## config.mk

```make
export PLATFORM = sky130hd
export DESIGN_NAME = mdu_rs_flat
export DESIGN_NICKNAME = d
export VERILOG_FILES = /design/src/rtl/mdu_rs_if.sv /design/src/rtl/mdu_rs.sv /design/src/flat_wrapper.sv
export SDC_FILE = /design/constraint.sdc
export NUM_CORES = 1
export LEC_CHECK = 0
export CAP_MARGIN = 25
export CORE_ASPECT_RATIO = 1.4
export CORE_UTILIZATION = 30
export CTS_CLUSTER_DIAMETER = 50
export DETAILED_ROUTE_END_ITERATION = 8
export PLACE_DENSITY = 0.51
export SLEW_MARGIN = 20
export SYNTH_ARGS = -nofsm -noshare
export SYNTH_HDL_FRONTEND = slang
export SYNTH_SLANG_ARGS = --single-unit
```

## constraint.sdc

```tcl
create_clock -name clk -period 4.6 [get_ports clk]
set_clock_uncertainty 0.15 [all_clocks]
set_input_delay 0.92 -clock clk [delete_from_list [all_inputs] [get_ports clk]]
set_output_delay 0.92 -clock clk [all_outputs]
set_load 0.01 [all_outputs]
```

## src/rtl/mdu_rs_if.sv

```systemverilog
`default_nettype none
// ============================================================================
// mdu_rs_pkg / mdu_rs_if
// Micro-op and writeback types plus the dispatch/CDB/issue bundle for mdu_rs.
// Revision: 1.0
// ============================================================================
package mdu_rs_pkg;
    localparam int TAG_W = 6;
    localparam int XLEN  = 32;

    typedef struct packed {
        logic             is_renamed;
        logic [TAG_W-1:0] tag;
        logic [XLEN-1:0]  data;
    } operand_t;

    typedef struct packed {
        logic             is_valid;
        logic [2:0]       op;
        logic [TAG_W-1:0] dest_tag;
        operand_t         src_0_a;
        operand_t         src_0_b;
    } instruction_t;

    typedef struct packed {
        logic             is_valid;
        logic [TAG_W-1:0] dest_tag;
        logic [XLEN-1:0]  result;
    } writeback_packet_t;
endpackage

interface mdu_rs_if #(
    parameter int DEPTH   = 4,
    parameter int NUM_CDB = 2
);
    import mdu_rs_pkg::*;

    instruction_t                          rs_alloc_packet;
    logic                                  rs_alloc_rdy;
    writeback_packet_t [NUM_CDB-1:0]       cdb_ports;
    logic                                  mdu_rdy;
    instruction_t                          mdu_packet;
    logic [$clog2(DEPTH+1)-1:0]            rs_count;

    modport master (
        output rs_alloc_packet, cdb_ports, mdu_rdy,
        input  rs_alloc_rdy, mdu_packet, rs_count
    );

    modport slave (
        input  rs_alloc_packet, cdb_ports, mdu_rdy,
        output rs_alloc_rdy, mdu_packet, rs_count
    );
endinterface
`default_nettype wire

```

## src/rtl/mdu_rs.sv

```systemverilog
`default_nettype none
// ============================================================================
// mdu_rs
// Age-ordered collapsing reservation station feeding the multiply/divide unit.
// Revision: 1.0
// ============================================================================
module mdu_rs
    import mdu_rs_pkg::*;
#(
    parameter int DEPTH   = 4,
    parameter int NUM_CDB = 2
) (
    input  wire logic clk,
    input  wire logic rst,
    input  wire logic flush,
    mdu_rs_if.slave   rs
);
    localparam int CNT_W = $clog2(DEPTH + 1);
    localparam int IDX_W = $clog2(DEPTH);

    instruction_t     r_entry [DEPTH];
    logic [CNT_W-1:0] r_count;

    instruction_t     w_woken [DEPTH];
    instruction_t     w_shift [DEPTH];
    instruction_t     w_next  [DEPTH];
    instruction_t     w_alloc_pkt;
    logic [DEPTH-1:0] w_ready;
    logic [IDX_W-1:0] w_sel;
    logic             w_any_ready;
    logic             w_issue;
    logic             w_alloc;
    logic             w_rdy;
    logic [CNT_W-1:0] w_slot;
    logic [CNT_W-1:0] w_count_next;

    // Lowest-index matching port wins: once cleared, later ports cannot match.
    function automatic operand_t wake_operand(input operand_t opnd,
                                              input writeback_packet_t [NUM_CDB-1:0] cdb);
        operand_t res;
        res = opnd;
        for (int p = 0; p < NUM_CDB; p++) begin
            if (res.is_renamed && cdb[p].is_valid && (cdb[p].dest_tag == res.tag)) begin
                res.data       = cdb[p].result;
                res.is_renamed = 1'b0;
            end
        end
        return res;
    endfunction

    function automatic instruction_t wake_entry(input instruction_t ent,
                                                input writeback_packet_t [NUM_CDB-1:0] cdb);
        instruction_t res;
        res         = ent;
        res.src_0_a = wake_operand(ent.src_0_a, cdb);
        res.src_0_b = wake_operand(ent.src_0_b, cdb);
        return res;
    endfunction

    generate
        for (genvar i = 0; i < DEPTH; i++) begin : g_entry
            assign w_woken[i] = wake_entry(r_entry[i], rs.cdb_ports);
            // Readiness uses registered operands only, so a wakeup issues no earlier than the next cycle.
            assign w_ready[i] = r_entry[i].is_valid
                              && !r_entry[i].src_0_a.is_renamed
                              && !r_entry[i].src_0_b.is_renamed;
            if (i < DEPTH - 1) begin : g_shift
                assign w_shift[i] = w_woken[i+1];
            end else begin : g_top
                assign w_shift[i] = '0;
            end
        end
    endgenerate

    always_comb begin
        w_sel       = '0;
        w_any_ready = 1'b0;
        for (int i = DEPTH - 1; i >= 0; i--) begin
            if (w_ready[i]) begin
                w_sel       = IDX_W'(i);
                w_any_ready = 1'b1;
            end
        end
    end

    assign w_rdy       = (r_count < CNT_W'(DEPTH));
    assign w_issue     = rs.mdu_rdy && w_any_ready && !flush;
    assign w_alloc     = rs.rs_alloc_packet.is_valid && w_rdy && !flush;
    assign w_alloc_pkt = wake_entry(rs.rs_alloc_packet, rs.cdb_ports);
    assign w_slot      = r_count - CNT_W'(w_issue);

    assign rs.rs_alloc_rdy = w_rdy;
    assign rs.mdu_packet   = w_issue ? r_entry[w_sel] : '0;
    assign rs.rs_count     = r_count;

    // Invalid slots are kept all-zero so shifting in from above needs no masking.
    always_comb begin
        for (int i = 0; i < DEPTH; i++) begin
            w_next[i] = (w_issue && (IDX_W'(i) >= w_sel)) ? w_shift[i] : w_woken[i];
            if (w_alloc && (CNT_W'(i) == w_slot)) begin
                w_next[i] = w_alloc_pkt;
            end
            if (flush) begin
                w_next[i] = '0;
            end
        end
    end

    assign w_count_next = flush ? '0 : (r_count + CNT_W'(w_alloc) - CNT_W'(w_issue));

    always_ff @(posedge clk or negedge rst) begin
        if (!rst) begin
            for (int i = 0; i < DEPTH; i++) begin
                r_entry[i] <= '0;
            end
            r_count <= '0;
        end else begin
            for (int i = 0; i < DEPTH; i++) begin
                r_entry[i] <= w_next[i];
            end
            r_count <= w_count_next;
        end
    end
endmodule
`default_nettype wire

```

## src/flat_wrapper.sv

```systemverilog
// flat-port wrapper written by rule: the top's interface ports become plain ports
module mdu_rs_flat import mdu_rs_pkg::*;
#(
    parameter int DEPTH   = 4,
    parameter int NUM_CDB = 2
)
  (clk, rst, flush, rs_rs_alloc_packet, rs_cdb_ports, rs_mdu_rdy, rs_rs_alloc_rdy, rs_mdu_packet, rs_rs_count);
  mdu_rs_if #(.DEPTH(DEPTH), .NUM_CDB(NUM_CDB)) rs_i ();
  input  wire logic clk;
  input  wire logic rst;
  input  wire logic flush;
  input wire logic [$bits(rs_i.rs_alloc_packet)-1:0] rs_rs_alloc_packet;
  input wire logic [$bits(rs_i.cdb_ports)-1:0] rs_cdb_ports;
  input wire logic [$bits(rs_i.mdu_rdy)-1:0] rs_mdu_rdy;
  output wire logic [$bits(rs_i.rs_alloc_rdy)-1:0] rs_rs_alloc_rdy;
  output wire logic [$bits(rs_i.mdu_packet)-1:0] rs_mdu_packet;
  output wire logic [$bits(rs_i.rs_count)-1:0] rs_rs_count;
  assign rs_i.rs_alloc_packet = rs_rs_alloc_packet;
  assign rs_i.cdb_ports = rs_cdb_ports;
  assign rs_i.mdu_rdy = rs_mdu_rdy;
  assign rs_rs_alloc_rdy = rs_i.rs_alloc_rdy;
  assign rs_mdu_packet = rs_i.mdu_packet;
  assign rs_rs_count = rs_i.rs_count;
  mdu_rs #(.DEPTH(DEPTH), .NUM_CDB(NUM_CDB)) u_core (.clk(clk), .rst(rst), .flush(flush), .rs(rs_i));
endmodule
```

Run 1, power grid:
Scale bar: 100 µm. Pins as bars on the die edge.
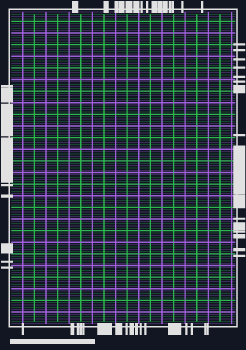
- VDD: green
- VSS: purple
- signal pins: 262
- met4 straps: 19
- met1 rails: 135

Run 1, cells colored by class:
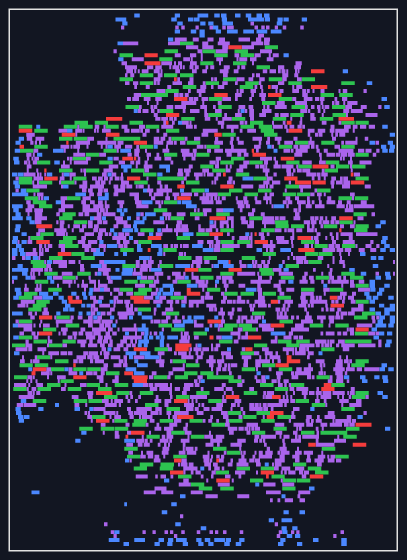
- other buffers and delay cells: blue (cells 424)
- clock drivers and dummy loads: red (cells 110)
- all other logic: purple (cells 2704)
- flops: green (cells 355)

Run 1, routed clock nets over the placement:
Scale bar: 100 µm.
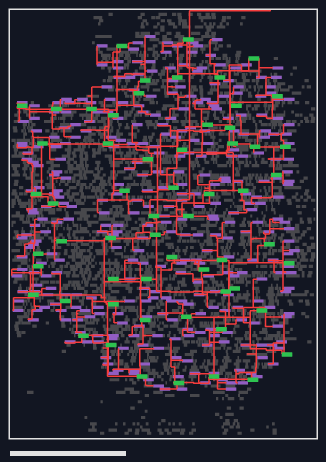
- clock wires: red (length 6900 µm)
- cells driving clock nets: green (count 59)
- flip-flops: purple (count 355)
- routed clock nets: 60

Run 1, signal wires by layer:
Scale bar: 100 µm.
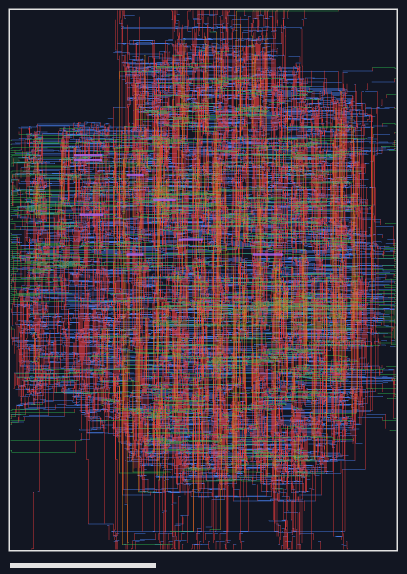
- met3: green (wire length 15600 µm)
- met1: blue (wire length 57.4 mm)
- met4: orange (wire length 11100 µm)
- met2: red (wire length 70.4 mm)
- met5: purple (wire length 118 µm)

==> impl_metrics.env, run 1 <==
# flow metrics
export IMPL_rsz0062_at_grt="false"
export IMPL_maxSlewHeadroom_pct=31.25
export IMPL_logic_gate_count=2671
export IMPL_r2r_start="u_core.r_entry[341]$_DFF_PN0_"
export IMPL_slowest_delay_ns=0.63
export IMPL_cts_repair_resized=3
export IMPL_cts_root_buf="clkbuf_16"
export IMPL_worstPathRequired_ns=3.53
export IMPL_crit_path_end_kind="output pin"
export IMPL_outcome="complete, no violations"
export IMPL_seq_area_share_pct=25.03
export IMPL_crit_top_cell="buf_12"
export IMPL_rows=134
export IMPL_tap_cells=1224
export IMPL_clock_latency_ns=0.68
export IMPL_synthTopCellsByArea="dfrtp_1 31%, mux4_2 6.6%, clkbuf_1 5.1%"
export IMPL_top_logic_kind="AND-OR/OR-AND gates"
export IMPL_hold_viol=0
export IMPL_clkbuf_count=75
export IMPL_n_all_buffers=424
export IMPL_synth_top_cell_by_count="clkbuf_1"
export IMPL_ant_nets=0
export IMPL_clkSinkCount=355
export IMPL_arrival_ns=3.44
export IMPL_critPathKind="reg -> out"
export IMPL_cts_tree="yes"
export IMPL_timing_fmax_mhz=221.6
export IMPL_grt_pass1_vias=30750
export IMPL_hp_class="in -> async"
export IMPL_worst_slew_pin_slew_ns=1.028
export IMPL_chipHeight_um=369.7
export IMPL_grt_max_degree=155
export IMPL_top_cells_by_count="393 x clkbuf_1, 356 x nand2_1, 355 x dfrtp_1, 314 x nor2_1, 198 x nand3_1"
export IMPL_mux_area_share_pct=10.58
export IMPL_simple_gate_area_share_pct=19.83
export IMPL_fin_util_pct=37.14
export IMPL_final_cell_mix="355 x dfrtp_1, 353 x nand2_1, 310 x nor2_1, 256 x clkdlybuf4s50_1, 193 x nand3_1"
export IMPL_drc_errors=0
export IMPL_syn2layout_area_growth_pct=22.54
export IMPL_comb_share_pct=51.39
export IMPL_drtIter0Drc=4149
export IMPL_period_needed_ns=4.513
export IMPL_antenna_found_initial=12
export IMPL_antennaDiodeCount=2
export IMPL_buffer_area_share_pct=12.67
export IMPL_xor_share_pct=3.689
export IMPL_warnings=34
export IMPL_num_nonclk_inverters=33
export IMPL_wl_met2_um=70390
export IMPL_grt_use_met2_pct=48.80
export IMPL_yosysChipArea_mm2=0.02897
export IMPL_ir_worst_vdd_uv=300.2
export IMPL_lay_top_count="dfrtp_1"
export IMPL_overflow=0
export IMPL_edf_count=0
export IMPL_final_nets=3719
export IMPL_grt_use_met3_pct=7.061
==> run 1: critical path, delay by kind of cell (launching register included) <==
kind                   cells  cell delay [ns]
AND-OR/OR-AND              1             0.31
buffers and inverters      3             0.89
flip-flops                 1             0.49
multiplexers               1             0.63
AND/OR/NAND/NOR            3             0.45
==> run 1: how the worst max path moves through the flow <==
stage | start | endpoint | slack [ns] | cells after the start
2_1_floorplan | flush | u_core.r_entry[74]$_DFFE_PN0P_ | 0.75 | 14
3_3_place_gp | u_core.r_entry[165]$_DFF_PN0_ | rs_mdu_packet[39] | 0.24 | 7
3_5_place_dp | u_core.r_entry[165]$_DFF_PN0_ | rs_mdu_packet[39] | 0.19 | 7
4_1_cts | u_core.r_entry[165]$_DFF_PN0_ | rs_mdu_packet[29] | 0.04 | 7
5_1_grt | u_core.r_entry[341]$_DFF_PN0_ | rs_mdu_packet[41] | 0.0008 | 8
6_report | u_core.r_entry[341]$_DFF_PN0_ | rs_mdu_packet[41] | 0.09 | 8
==> run 1: power breakdown <==
group | switching (mW) | internal [mW]
clock network | 1.86 | 3.28
registers | 0.569 | 3.69
logic | 3.44 | 2.12
==> run 1: state kept, by name, summed over array words and instances (netlist names) <==
register	count
u_core.r_entry	352
u_core.rs.rs_count	3
==> run 1: per-stage QoR <==
| step | worst slack [ns] | cell area (µm²) | instances |
|---|---|---|---|
| 2_1_floorplan | 0.7458 | 28970 | 3536 |
| 3_3_place_gp | 0.2402 | 33240 | 4706 |
| 3_5_place_dp | 0.1921 | 33240 | 4706 |
| 4_1_cts | 0.04168 | 35480 | 4817 |
| 5_1_grt | 0.0008102 | 35490 | 4817 |
| 6_report | 0.08688 | 35490 | 4819 |
==> run 1 -> run 2 <==
==> constraint.sdc (replaced) <==
create_clock -name clk -period 4.45 [get_ports clk]
set_clock_uncertainty 0.15 [all_clocks]
set_input_delay 0.89 -clock clk [delete_from_list [all_inputs] [get_ports clk]]
set_output_delay 0.89 -clock clk [all_outputs]
set_load 0.01 [all_outputs]
Run 2, signal wires by layer:
Scale bar: 100 µm.
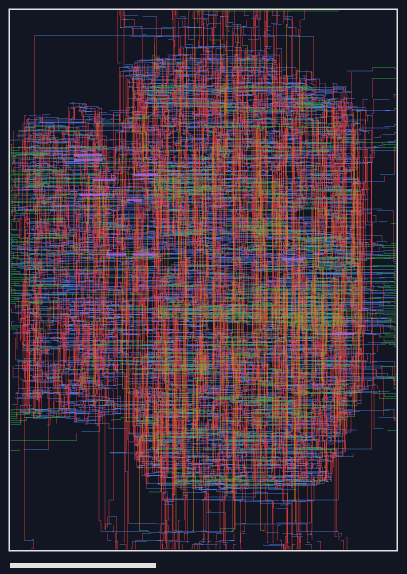
- met4: orange (wire length 11700 µm)
- met2: red (wire length 68.6 mm)
- met3: green (wire length 16400 µm)
- met5: purple (wire length 144 µm)
- met1: blue (wire length 58.1 mm)

==> impl_metrics.env, run 2 <==
# flow metrics
export IMPL_crit_top_cell="buf_4"
export IMPL_slowest_delay_ns=0.60
export IMPL_yosysChipArea_mm2=0.02897
export IMPL_p_comb_share_pct=39.3
export IMPL_cts_tree="yes"
export IMPL_stdcell_area_mm2=0.03577
export IMPL_overflow=0
export IMPL_cp_depth=10
export IMPL_cellLeakagePower_nw=13.44
export IMPL_top_cells_by_count="393 x clkbuf_1, 356 x nand2_1, 355 x dfrtp_1, 314 x nor2_1, 198 x nand3_1"
export IMPL_drtIter0Drc=3804
export IMPL_avgSynthCellArea_um2=8.194
export IMPL_crit_start="u_core.r_entry[263]$_DFFE_PN0P_"
export IMPL_cp_top_family="buffers and inverters"
export IMPL_ant_nets=0
export IMPL_antenna_found_initial=15
export IMPL_grt_max_degree=99
export IMPL_fin_util_pct=37.43
export IMPL_via_per_inst=6.611
export IMPL_hold_viol=0
export IMPL_dominant_power_group="combinational cells"
export IMPL_holdBufCountCts=0
export IMPL_io_buffers=259
export IMPL_placedCellCount=4705
export IMPL_synth_top_cell_by_count="clkbuf_1"
export IMPL_switching_power_mw=6.184
export IMPL_cts_root_buf="clkbuf_16"
export IMPL_path_max_fanout=15
export IMPL_cp_buffers_inverters=5
export IMPL_rows=134
export IMPL_synthTopCellsByArea="dfrtp_1 31%, mux4_2 6.6%, clkbuf_1 5.1%"
export IMPL_timing_fmax_mhz=227.3
export IMPL_p_int_mw=9.383
export IMPL_sequentialPowerShare_pct=27.6
export IMPL_synth_area_mm2=0.02897
export IMPL_worst_slack_ns=0.05009
export IMPL_clkSinkCount=355
export IMPL_p_seq_mw=4.29
export IMPL_pwr_share_clk_pct=33.2
export IMPL_arrival_ns=3.36
export IMPL_maxSlewHeadroom_pct=26.45
export IMPL_yosys_cells=3535
export IMPL_num_vias=32020
export IMPL_place_area_mm2=0.03322
export IMPL_clock_latency_ns=0.68
export IMPL_ir_worst_vdd_uv=297.1
export IMPL_syn2layout_area_growth_pct=23.50
export IMPL_cts_clk_slew_worst_paths_ns=0.06
export IMPL_regMostFlops="u_core.r_entry"
export IMPL_worst_slew_pin_slew_ns=1.101
export IMPL_grt_pass1_vias=31150
export IMPL_largest_reg_flops=352
export IMPL_r2r_start="u_core.r_entry[341]$_DFF_PN0_"
export IMPL_worstPathRequired_ns=3.41
export IMPL_final_nets=3742
export IMPL_stdcell_count=4844
export IMPL_edf_count=0
export IMPL_tns_ns=0
export IMPL_chipHeight_um=369.7
export IMPL_hp_class="in -> async"
export IMPL_drc_errors=0
export IMPL_final_cell_mix="355 x dfrtp_1, 353 x nand2_1, 311 x nor2_1, 215 x clkdlybuf4s50_1, 193 x nand3_1"
export IMPL_powerClk_mw=5.16
export IMPL_warnings=30
export IMPL_crit_path_end_kind="output pin"
export IMPL_switching_share_pct=39.72
export IMPL_critPathKind="reg -> out"
export IMPL_outcome="complete, no violations"
export IMPL_lay_top_count="dfrtp_1"
export IMPL_pre_cts_ws_ns=0.3187
export IMPL_powerComb_mw=6.12
export IMPL_rsz0062_at_grt="true"
export IMPL_period_needed_ns=4.400
export IMPL_cts_buffer_depth=3
Run 2, power grid:
Scale bar: 100 µm. Pins as bars on the die edge.
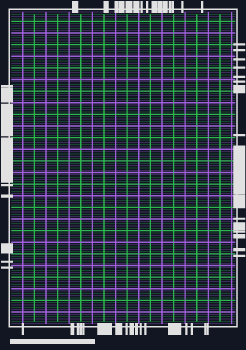
- VSS: purple
- VDD: green
- met4 straps: 19
- met5 straps: 26

## run 2: path summary, 6_finish.rpt
path / end / slack, ns
min reg2reg: u_core.r_entry[293]$_DFFE_PN0P_ / 0.33
max: rs_mdu_packet[29] / 0.05
min in group clk: u_core.r_entry[293]$_DFFE_PN0P_ / 0.33
min: u_core.r_entry[350]$_DFFE_PN0P_ / 0.17
max in group asynchronous: u_core.r_entry[168]$_DFFE_PN0P_ / 3.04
max reg2reg: u_core.r_entry[200]$_DFF_PN0_ / 0.87
## run 2: area by class of cell
class | count | area share, %
flip-flops and latches | 355 | 24.83
diodes | 3 | 0.02099
inverters | 33 | 0.3463
well taps | 1224 | 4.281
clock buffers | 77 | 4.596
multi-input cells | 2671 | 50.95
repair buffers | 447 | 13.57
clock inverters | 34 | 1.403
## run 2: cell families (layout without fill, tap and decap cells)
group / count (synthesis) / after routing / synth area share [%]
AND/OR/NAND/NOR: 1241 / 1241 / 19.83
multiplexers: 192 / 192 / 10.58
other: 1 / 5 / 0.01295
AND-OR/OR-AND: 1109 / 1109 / 27.78
adder cells (fa/ha/maj): 5 / 5 / 0.2419
XOR/XNOR: 122 / 122 / 3.689
flip-flops: 355 / 355 / 30.67
buffers and inverters: 510 / 591 / 7.192
## run 2: timing repair
action                     4_1_cts  5_1_grt
pin swaps                        2        0
gates resized                   27       26
setup endpoints to repair       66       56
hold endpoints to repair         0        0
setup buffers                    4       16
cloned                           2        3
## run 2: layer usage
layer | track usage [%] | up-vias | wire length, µm
met5 | 0 | - | 143
met4 | 20.95 | 20 | 11670
met3 | 6.995 | 520 | 16360
met2 | 47.32 | 2387 | 68600
met1 | 37.91 | 15750 | 58130
li1 | - | 13350 | -
Power is estimated from default activity; no workload was simulated.
